[config.mk]
export PLATFORM = sky130hd
export DESIGN_NAME = spi_codec_responder
export DESIGN_NICKNAME = d
export VERILOG_FILES = /design/src/rtl/pedal_spi_pkg.sv /design/src/rtl/spi_sync_edge.sv /design/src/rtl/spi_codec_responder.sv
export SDC_FILE = /design/constraint.sdc
export NUM_CORES = 1
export LEC_CHECK = 0
export CAP_MARGIN = 20
export CORE_MARGIN = 3
export CORE_UTILIZATION = 50
export DETAILED_ROUTE_END_ITERATION = 16
export PLACE_DENSITY_LB_ADDON = 0.3
export SLEW_MARGIN = 30
export SYNTH_ARGS = -nofsm -noshare
export SYNTH_HDL_FRONTEND = slang
export SYNTH_HIERARCHICAL = 1
export SYNTH_SLANG_ARGS = --single-unit
[constraint.sdc]
create_clock -name clk -period 3.5 [get_ports clk]
set_input_delay 0.7 -clock clk [delete_from_list [all_inputs] [get_ports clk]]
set_output_delay 0.7 -clock clk [all_outputs]
set_load 0.01 [all_outputs]
[src/rtl/pedal_spi_pkg.sv]
// Shared definitions for the pedal's SPI codec link (initiator and responder).
package pedal_spi_pkg;

    localparam int unsigned SPI_DATA_W = 16;

    // Link runs in SPI mode 0.
    localparam logic SPI_CPOL = 1'b0;
    localparam logic SPI_CPHA = 1'b0;

    typedef enum logic {
        IDLE  = 1'b0,
        SHIFT = 1'b1
    } spi_state_e;

endpackage

[src/rtl/spi_sync_edge.sv]
// Multi-flop synchronizer for one asynchronous input plus an edge detector on the synced level.
module spi_sync_edge #(
    parameter int unsigned STAGES   = 2,
    parameter logic        IDLE_LVL = 1'b0
) (
    input  logic clk,
    input  logic rst_n,
    input  logic din,
    output logic level,
    output logic rise,
    output logic fall
);

    logic [STAGES-1:0] sync_q;
    logic              prev_q;

    // Synchronizer chain and previous-level flop, reset to the line's idle level.
    always_ff @(posedge clk or negedge rst_n) begin
        if (!rst_n) begin
            sync_q <= {STAGES{IDLE_LVL}};
            prev_q <= IDLE_LVL;
        end else begin
            sync_q <= {sync_q[STAGES-2:0], din};
            prev_q <= sync_q[STAGES-1];
        end
    end

    // Edge detect compares the synced level against its one-cycle-old copy.
    always_comb begin
        level = sync_q[STAGES-1];
        rise  = sync_q[STAGES-1] & ~prev_q;
        fall  = ~sync_q[STAGES-1] & prev_q;
    end

endmodule

[src/rtl/spi_codec_responder.sv]
// SPI mode-0 responder: receives one DAC word on mosi and returns one ADC word on miso per frame.
module spi_codec_responder
    import pedal_spi_pkg::*;
#(
    parameter int unsigned DATA_W      = SPI_DATA_W,
    parameter int unsigned SYNC_STAGES = 2
) (
    input  logic              clk,
    input  logic              rst_n,
    input  logic              sclk,
    input  logic              cs_n,
    input  logic              mosi,
    output logic              miso,
    output logic              miso_oe,
    input  logic [DATA_W-1:0] tx_data,
    input  logic              tx_valid,
    output logic              tx_ack,
    output logic [DATA_W-1:0] rx_data,
    output logic              rx_valid,
    output logic              frame_err,
    output logic              underrun
);

    localparam int unsigned      CNT_W    = $clog2(DATA_W + 2);
    localparam logic [CNT_W-1:0] CNT_FULL = CNT_W'(DATA_W);
    localparam logic [CNT_W-1:0] CNT_SAT  = CNT_W'(DATA_W + 1);

    logic sclk_rise, sclk_fall, cs_rise, cs_fall, mosi_s;
    logic sclk_level_unused, cs_level_unused, mosi_rise_unused, mosi_fall_unused;

    spi_sync_edge #(.STAGES(SYNC_STAGES), .IDLE_LVL(1'b0)) u_sync_sclk (
        .clk(clk), .rst_n(rst_n), .din(sclk),
        .level(sclk_level_unused), .rise(sclk_rise), .fall(sclk_fall)
    );

    spi_sync_edge #(.STAGES(SYNC_STAGES), .IDLE_LVL(1'b1)) u_sync_cs (
        .clk(clk), .rst_n(rst_n), .din(cs_n),
        .level(cs_level_unused), .rise(cs_rise), .fall(cs_fall)
    );

    spi_sync_edge #(.STAGES(SYNC_STAGES), .IDLE_LVL(1'b0)) u_sync_mosi (
        .clk(clk), .rst_n(rst_n), .din(mosi),
        .level(mosi_s), .rise(mosi_rise_unused), .fall(mosi_fall_unused)
    );

    // The sync chains start at idle levels, so a cs_n held low through reset release looks
    // like a fall. Edges are trusted only once every sync and edge flop holds a real sample.
    logic [SYNC_STAGES:0] live_q;
    logic                 settled;
    assign settled = live_q[SYNC_STAGES];

    spi_state_e        state_q, state_d;
    logic [CNT_W-1:0]  bit_cnt_q, bit_cnt_d;
    // MSB of the loaded word goes straight to miso; only the remaining bits are held here.
    logic [DATA_W-2:0] tx_shift_q, tx_shift_d;
    logic [DATA_W-1:0] rx_shift_q, rx_shift_d;
    logic [DATA_W-1:0] rx_data_q, rx_data_d;
    logic              miso_q, miso_d, oe_q, oe_d;
    logic              tx_ack_q, tx_ack_d, underrun_q, underrun_d;
    logic              rx_valid_q, rx_valid_d, frame_err_q, frame_err_d;

    // State, datapath and pulse registers.
    always_ff @(posedge clk or negedge rst_n) begin
        if (!rst_n) begin
            live_q      <= '0;
            state_q     <= IDLE;
            bit_cnt_q   <= '0;
            tx_shift_q  <= '0;
            rx_shift_q  <= '0;
            rx_data_q   <= '0;
            miso_q      <= 1'b0;
            oe_q        <= 1'b0;
            tx_ack_q    <= 1'b0;
            underrun_q  <= 1'b0;
            rx_valid_q  <= 1'b0;
            frame_err_q <= 1'b0;
        end else begin
            live_q      <= {live_q[SYNC_STAGES-1:0], 1'b1};
            state_q     <= state_d;
            bit_cnt_q   <= bit_cnt_d;
            tx_shift_q  <= tx_shift_d;
            rx_shift_q  <= rx_shift_d;
            rx_data_q   <= rx_data_d;
            miso_q      <= miso_d;
            oe_q        <= oe_d;
            tx_ack_q    <= tx_ack_d;
            underrun_q  <= underrun_d;
            rx_valid_q  <= rx_valid_d;
            frame_err_q <= frame_err_d;
        end
    end

    // Frame FSM: cs edges frame the transfer, sclk edges move data; cs_rise has priority.
    always_comb begin
        state_d     = state_q;
        bit_cnt_d   = bit_cnt_q;
        tx_shift_d  = tx_shift_q;
        rx_shift_d  = rx_shift_q;
        rx_data_d   = rx_data_q;
        miso_d      = miso_q;
        oe_d        = oe_q;
        tx_ack_d    = 1'b0;
        underrun_d  = 1'b0;
        rx_valid_d  = 1'b0;
        frame_err_d = 1'b0;
        unique case (state_q)
            IDLE: begin
                if (cs_fall && settled) begin
                    state_d    = SHIFT;
                    bit_cnt_d  = '0;
                    rx_shift_d = '0;
                    oe_d       = 1'b1;
                    tx_ack_d   = tx_valid;
                    underrun_d = ~tx_valid;
                    tx_shift_d = tx_valid ? tx_data[DATA_W-2:0] : '0;
                    miso_d     = tx_valid & tx_data[DATA_W-1];
                end
            end
            SHIFT: begin
                if (cs_rise) begin
                    state_d = IDLE;
                    oe_d    = 1'b0;
                    miso_d  = 1'b0;
                    if (bit_cnt_q == CNT_FULL) begin
                        rx_data_d  = rx_shift_q;
                        rx_valid_d = 1'b1;
                    end else begin
                        frame_err_d = 1'b1;
                    end
                end else if (sclk_rise) begin
                    rx_shift_d = {rx_shift_q[DATA_W-2:0], mosi_s};
                    if (bit_cnt_q != CNT_SAT) begin
                        bit_cnt_d = bit_cnt_q + 1'b1;
                    end
                end else if (sclk_fall) begin
                    tx_shift_d = {tx_shift_q[DATA_W-3:0], 1'b0};
                    miso_d     = (bit_cnt_q >= CNT_FULL) ? 1'b0 : tx_shift_q[DATA_W-2];
                end
            end
            default: state_d = IDLE;
        endcase
    end

    // Registered outputs.
    always_comb begin
        miso      = miso_q;
        miso_oe   = oe_q;
        tx_ack    = tx_ack_q;
        underrun  = underrun_q;
        rx_data   = rx_data_q;
        rx_valid  = rx_valid_q;
        frame_err = frame_err_q;
    end

endmodule

Figure 1. Close-up of the layout.
Region (21, 21) to (61, 61) µm. Cells in gray, sequential cells in the stronger gray; small squares are vias.
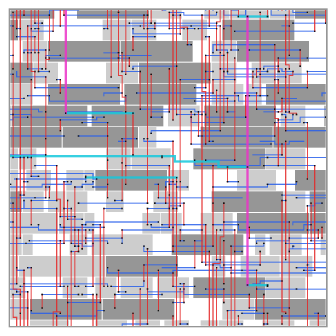
| color | layer |
|---|---|
| red | met2 |
| magenta | met4 |
| cyan | met3 |
| blue | met1 |
netlist names of flops here include: rx_shift_q (8), tx_shift_q (6), live_q (3)
most frequent: dfrtp_1 (23), a22o_1 (10)
sequential cells in the window: 25
cells with their middle in the window: 79

Figure 2. Routed clock nets over the placement.
The bar under the picture is 20 µm long.
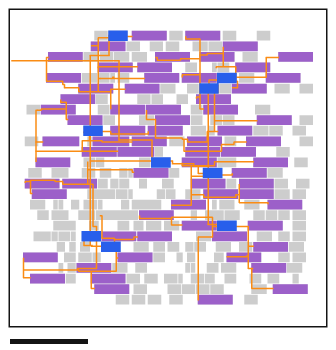
[orange] clock wires | length: 832 µm
[blue] cells driving clock nets | count: 9
[purple] flip-flops | count: 70
routed clock nets: 10

==> run notes <==
run metrics: outcome complete, no violations, combinational fraction of the cell area between 20 and 30%, Detail Placement HPWL 3444 µm, family of cells with the greatest summed delay on the critical path flip-flops, final hold violations 0, post-place instance area 3328 µm², Critical Path End rx_data[6], remaining global-route overflow 0, cell internal power dissipation 1.413 mW, total sequential power ~1 mW, Overall Global Routing Usage between 10% and 20%, count of buffers inserted at the top-level ports 43, met1 global-route usage ~22%, part of the total power dissipated in sequential elements about 52%, setup repair after global routing missed its margin no, post-cts hold-fix buffer tally 0, H-tree Lvls 3, clock power share 35.1%, count of plain and timing-repair buffers ~48, number of warnings the tools reported 28, relative area of non-clock buffer cells in the final design a little over an eighth, path length in cells of the critical path 3, maximum clock insertion buffer count 2, CP Cell Sequence buf_4 -> and4_2 -> mux2_2, total I/O pin count 44, endpoint of the worst-slack reg-to-reg timing path rx_data[6], non-clock inverter count 4, arrival time reported for the critical path endpoint roughly 2.3 ns, layout cells sized above 1 between 20 and 25%, maximum number of pins on one net before global-route repair 27, smallest hold slack 0.2980 ns, GR Util met2 roughly a quarter, critical setup path kind reg2reg, antenna violations before repair 0, Post-Synthesis Mean Instance Area ~15 µm², count of cells along the worst register-to-register path 3, tap cell instance count 70, most instantiated logic cells after routing 67 x dfrtp_1, 42 x clkdlybuf4s50_1, 31 x a22o_1, number of buffers added for setup after CTS 0, die span in x just over 80 µm, worst vdd rail ir drop about 0.26 mV, proportion of cell area occupied by registers about half, critical path fanouts, max 18, # clk buffers 13, overall power roughly 1.9 mW, antenna cells 0, cell with the biggest individual delay on the critical path dfrtp_1, logic gate share of total power about an eighth, post-synthesis to final-layout area growth 24.10%, element type at the critical path end flip-flop, Placed Instances roughly 300, timing startpoint of the critical path state_q, number of standard cells in the layout, taps in and fillers out about 320, RR Startpoint state_q, clock tree root buffer cell clkbuf_8, Die Height roughly 81 µm, clock distribution power roughly 0.66 mW, number of fill cells 396, clock distribution area overhead in the final layout roughly 5.7%, Reg clk slew, reported paths 0.07 ns, count of max-cap constraint violations 0, Switching Share about a quarter, Worst Path Required 3.72 ns, RD Place Congestion roughly 0.76, pre-CTS WS 1.305 ns, number of buffers created by CTS 9, detailed-routed wire length on met3 around 200 µm, slew at the pin closest to its max-slew limit ~0.63 ns, Final Critical Period between 2 and 2.5 ns, most common cell after layout, fill and taps aside dfrtp_1, net switching component of the power 0.4641 mW, biggest area consumer among cell classes sequential cells, post-cts sizing count 0, Comb power 0.245 mW, achievable clock frequency about 480 MHz, global-route wire length before repair between 8000 and 9000 µm, worst path buffer plus inverter count 1, critical path startpoint category flip-flop, total non-filler cell area in the finished layout 3531 µm², final worst path period share 59.52%, area used by sequential logic in the layout 1755 µm², Static Leak between 1.5 and 2 nW, total core area 5303 µm², clock tree from TritonCTS done, length of the first detailed-routing pass in iterations 6, fp_density 53.66%, remaining antenna violation count 0, Hold WC Path Type in2async, Synthesized Nets 220, number of cells produced by synthesis roughly 200, minimum setup slack in the final design between 1 and 1.5 ns, number of placement rows 26, ratio of total power to cell area about 530 nW/µm², Largest stage delay, worst path roughly 0.66 ns, netlist area before placement roughly 2800 µm², number of failing setup endpoints in the final timing report 0, relative max-transition margin about 58%, met1 wire length roughly 2300 µm, detailed-route DRC error count 0, internal reg-to-reg setup slack ~1.4 ns, top layer used by detailed routing met4, post-detailed-route via-to-cell ratio approximately 5.5, final tally of max-slew violations 0, WL/cell 15.83 µm
Figure 3. The metal 3 layer.
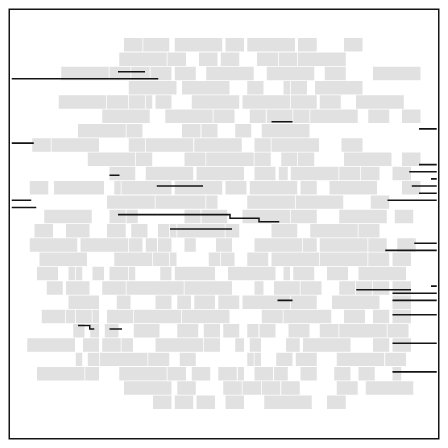
wire length on this layer: 202 µm
main direction: horizontal
nets with wire on the layer: 23
share of all routed wire: 4.0%
global routing usage on met3: 3.947%
total wirelength of the detailed-routed design: 5049 µm
DR vias: 1752

Figure 4. The clock network.
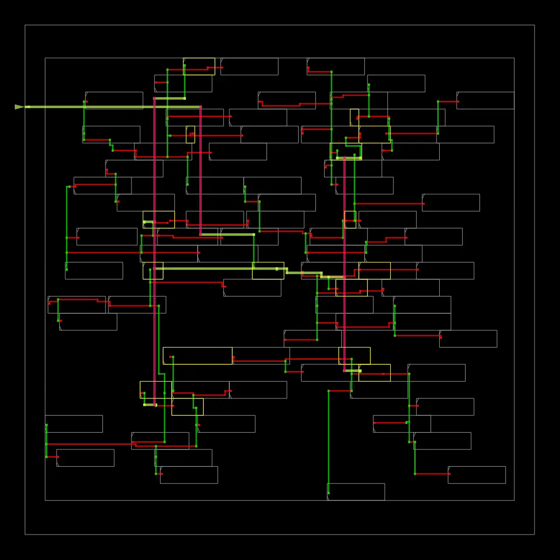
Clk Latency, worst-skew pair: 0.34 ns
flop count: 70
clk sinks: 70
worst clock skew on the final layout: 0.007790 ns

Power is estimated from default activity; no workload was simulated.
